layer_met1.png
Cells faint in the background.
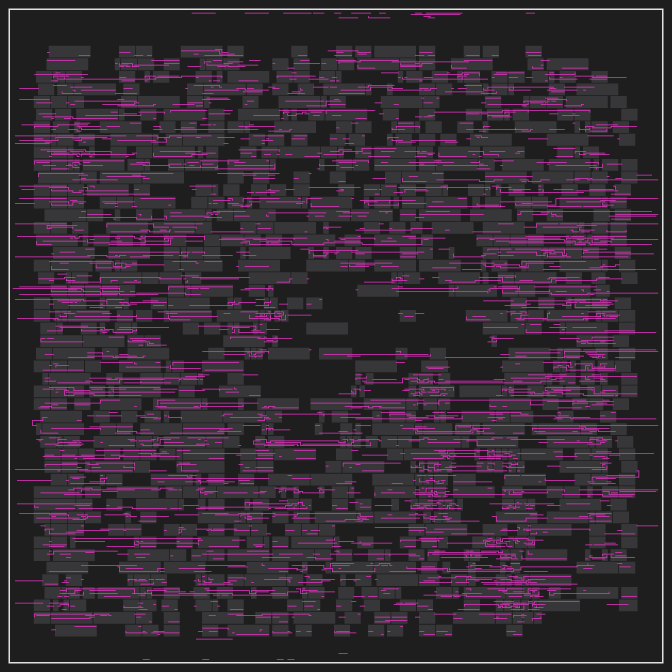
layer_met2.png
Scale bar: 50 um.
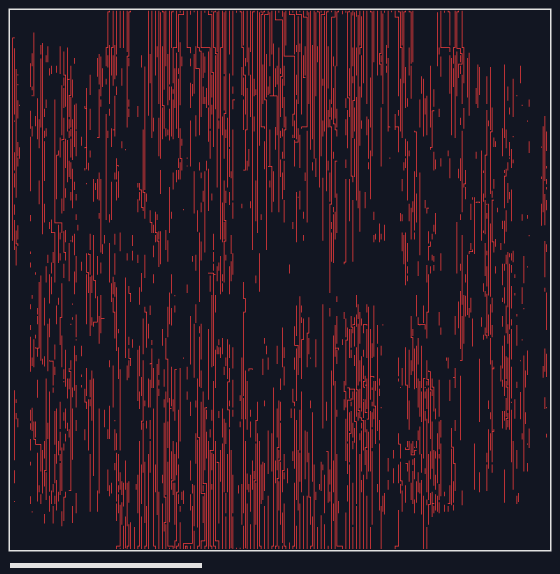
layer_met3.png
Scale bar: 50 um.
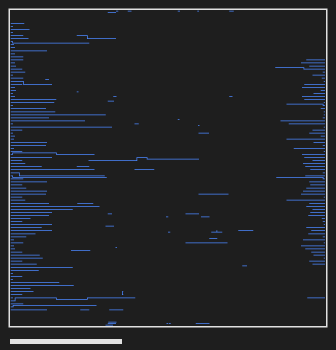
layer_met4.png
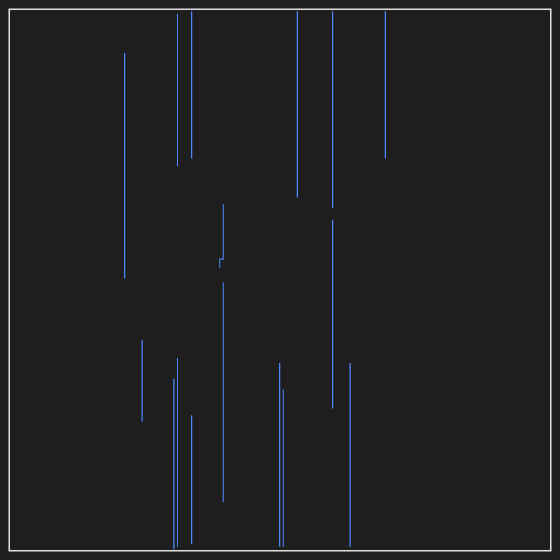
clocks.png
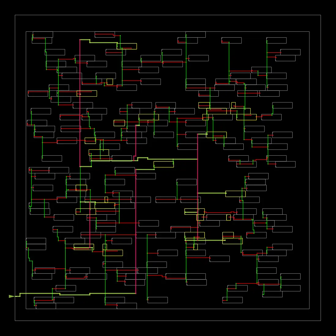
`src/rtl/id_ex_pipe_reg.sv`:
```
// ID/EX pipeline register for the pipelined MIPS core.
// Tracks validity, honours downstream hold, inserts bubbles on flush or load-use hazards, and counts bubbles.
module id_ex_pipe_reg #(
  parameter int DATA_W      = 32,
  parameter int RADDR_W     = 5,
  parameter int MEMREAD_BIT = 1,
  parameter int CNT_W       = 16
) (
  input  logic               clk,
  input  logic               rst_n,
  input  logic               id_valid,
  input  logic [1:0]         wb,
  input  logic [2:0]         mem,
  input  logic [3:0]         ex,
  input  logic [DATA_W-1:0]  pc_4,
  input  logic [DATA_W-1:0]  rs,
  input  logic [DATA_W-1:0]  rt,
  input  logic [DATA_W-1:0]  signExt,
  input  logic [RADDR_W-1:0] id_rs_addr,
  input  logic [RADDR_W-1:0] instr20_16,
  input  logic [RADDR_W-1:0] instr15_11,
  input  logic               hold_i,
  input  logic               flush_i,
  input  logic               cnt_clr,
  output logic               valid_IDEX,
  output logic [1:0]         wb_IDEX,
  output logic [2:0]         mem_IDEX,
  output logic [1:0]         aluop,
  output logic               alusrc,
  output logic               regdst,
  output logic [DATA_W-1:0]  pc_4_IDEX,
  output logic [DATA_W-1:0]  rs_IDEX,
  output logic [DATA_W-1:0]  rt_IDEX,
  output logic [DATA_W-1:0]  signExt_IDEX,
  output logic [RADDR_W-1:0] rs_addr_IDEX,
  output logic [RADDR_W-1:0] instr20_16_IDEX,
  output logic [RADDR_W-1:0] instr15_11_IDEX,
  output logic               stall_o,
  output logic [CNT_W-1:0]   bubble_cnt
);

  logic               r_valid;
  logic [1:0]         r_wb;
  logic [2:0]         r_mem;
  logic [3:0]         r_ex;
  logic [DATA_W-1:0]  r_pc_4;
  logic [DATA_W-1:0]  r_rs;
  logic [DATA_W-1:0]  r_rt;
  logic [DATA_W-1:0]  r_sext;
  logic [RADDR_W-1:0] r_rs_addr;
  logic [RADDR_W-1:0] r_rt_addr;
  logic [RADDR_W-1:0] r_rd_addr;
  logic [CNT_W-1:0]   r_cnt;

  logic w_hazard;
  logic w_bubble;
  logic w_cnt_max;

  // A load in EX whose destination is read by the instruction in ID; r0 never creates a dependency.
  assign w_hazard = r_valid & r_mem[MEMREAD_BIT] & (r_rt_addr != '0) & id_valid &
                    ((r_rt_addr == id_rs_addr) | (r_rt_addr == instr20_16));
  assign w_bubble  = flush_i | (~hold_i & w_hazard);
  assign w_cnt_max = (r_cnt == {CNT_W{1'b1}});
  assign stall_o   = (w_hazard & ~flush_i) | hold_i;

  always_ff @(posedge clk or negedge rst_n) begin
    if (!rst_n) begin
      r_valid   <= 1'b0;
      r_wb      <= '0;
      r_mem     <= '0;
      r_ex      <= '0;
      r_pc_4    <= '0;
      r_rs      <= '0;
      r_rt      <= '0;
      r_sext    <= '0;
      r_rs_addr <= '0;
      r_rt_addr <= '0;
      r_rd_addr <= '0;
      r_cnt     <= '0;
    end else begin
      if (w_bubble) begin
        r_valid   <= 1'b0;
        r_wb      <= '0;
        r_mem     <= '0;
        r_ex      <= '0;
        r_pc_4    <= '0;
        r_rs      <= '0;
        r_rt      <= '0;
        r_sext    <= '0;
        r_rs_addr <= '0;
        r_rt_addr <= '0;
        r_rd_addr <= '0;
      end else if (!hold_i) begin
        // Controls are gated by id_valid so an empty slot can never write state downstream.
        r_valid   <= id_valid;
        r_wb      <= id_valid ? wb  : 2'b00;
        r_mem     <= id_valid ? mem : 3'b000;
        r_ex      <= id_valid ? ex  : 4'b0000;
        r_pc_4    <= pc_4;
        r_rs      <= rs;
        r_rt      <= rt;
        r_sext    <= signExt;
        r_rs_addr <= id_rs_addr;
        r_rt_addr <= instr20_16;
        r_rd_addr <= instr15_11;
      end

      if (cnt_clr) begin
        r_cnt <= '0;
      end else if (w_bubble && !w_cnt_max) begin
        r_cnt <= r_cnt + CNT_W'(1);
      end
    end
  end

  assign valid_IDEX      = r_valid;
  assign wb_IDEX         = r_wb;
  assign mem_IDEX        = r_mem;
  assign aluop           = r_ex[3:2];
  assign alusrc          = r_ex[1];
  assign regdst          = r_ex[0];
  assign pc_4_IDEX       = r_pc_4;
  assign rs_IDEX         = r_rs;
  assign rt_IDEX         = r_rt;
  assign signExt_IDEX    = r_sext;
  assign rs_addr_IDEX    = r_rs_addr;
  assign instr20_16_IDEX = r_rt_addr;
  assign instr15_11_IDEX = r_rd_addr;
  assign bubble_cnt      = r_cnt;

endmodule

```
`config.mk`:
```
export PLATFORM = sky130hd
export DESIGN_NAME = id_ex_pipe_reg
export DESIGN_NICKNAME = d
export VERILOG_FILES = /design/src/rtl/id_ex_pipe_reg.sv
export SDC_FILE = /design/constraint.sdc
export NUM_CORES = 1
export LEC_CHECK = 0
export ABC_CLOCK_PERIOD_IN_PS = 2800
export CAP_MARGIN = 20
export CORE_MARGIN = 5
export CORE_UTILIZATION = 42
export DETAILED_ROUTE_END_ITERATION = 12
export PLACE_DENSITY_LB_ADDON = 0.1
export SLEW_MARGIN = 0
export SYNTH_ARGS = -nofsm -noshare
export SYNTH_HDL_FRONTEND = slang
export SYNTH_SLANG_ARGS = --single-unit
```
`constraint.sdc`:
```
create_clock -name clk -period 2.8 [get_ports clk]
set_input_delay 0.42 -clock clk [delete_from_list [all_inputs] [get_ports clk]]
set_output_delay 0.42 -clock clk [all_outputs]
set_load 0.02 [all_outputs]
```
==> results.py <==
# Generated from Yosys and OpenROAD reports
metrics = {
    "run_status": {
        "status": "finished clean",
    },
    "synthesis": {
        "async_reset_ff_share_pct": 100.0,
        "ys_sh_aoi_pct": 3.528,
        "top_cell_area_share_pct": 58.74,
        "synthCells": 631,
        "xor_area_share_pct": 1.338,
        "yosysCellCount": 631,
    },
    "global_routing": {
        "grt_overflow": 0,
        "grt_pass1_wl_um": 34980,
    },
    "die": {
        "taps": 220,
        "coreArea_um2": 16700,
    },
    "power_and_ir_drop": {
        "power_frac_comb_pct": 18.3,
        "p_clk_uw": 2160,
        "switching_power_uw": 1521,
        "powerSeq_uw": 2650,
    },
    "final_layout": {
        "sh_seq_area_pct": 37.63,
        "sh_comb_area_pct": 24.70,
        "seq_cell_count": 169,
        "nClkBuffers": 23,
        "comb_cells": 416,
        "nonClkBufAreaFrac_pct": 30.21,
        "inv_count": 5,
        "clkCellAreaFrac_pct": 4.820,
    },
    "setup_path": {
        "arrival_ns": 2.26,
        "cp_max_fo": 5,
        "worst-path-buf-inv": 1,
        "crit_chain": "xor2_1 -> nor3_1 -> a22oi_1 -> o21bai_1 -> clkdlybuf4s50_1",
        "startpoint": "instr20_16_IDEX[0]$_DFFE_PN0P_",
    },
    "timing": {
        "fin_crit_sh_pct": 95.77,
        "tightestPinTransition_ns": 0.9755,
        "hold_violations": 0,
        "layout_min_cycle_time_ns": 2.682,
    },
    "place": {
        "place_inst": 1148,
        "gp_congestion": 0.8463,
    },
    "routing": {
        "viasPerCell": 5.003,
        "routedWlPerCell_um": 18.96,
    },
    "hold_path": {
        "hp-class": "in2async",
    },
    "cts": {
        "cts_sinks": 169,
        "root_buffer": "clkbuf_16",
        "clock_path_buffers": 2,
    },
    "run": {
        "warning_count": 29,
    },
}
Back to the opening pictures, layer_met1.png:
978 nets have wire on it. The layer holds 38% of the routed length. The longest straight run is 43.7 um.

Back to the opening pictures, layer_met2.png:
The layer holds 51% of the routed length. 969 nets have wire on it. The wires run mostly vertical.

Back to the opening pictures, layer_met3.png:
The layer holds 8.2% of the routed length. The layer carries 1840 um of wire. The longest straight run is 44.9 um. 184 nets have wire on it.
GR Layer Usage met3: 7.992%
DRT Wirelength: 22370 um

Back to the opening pictures, layer_met4.png:
The layer holds 3.0% of the routed length. The longest straight run is 58.5 um.

Back to the opening pictures, clocks.png:
worst skew pair latency: 0.42 ns
Setup Skew: 0.008828 ns

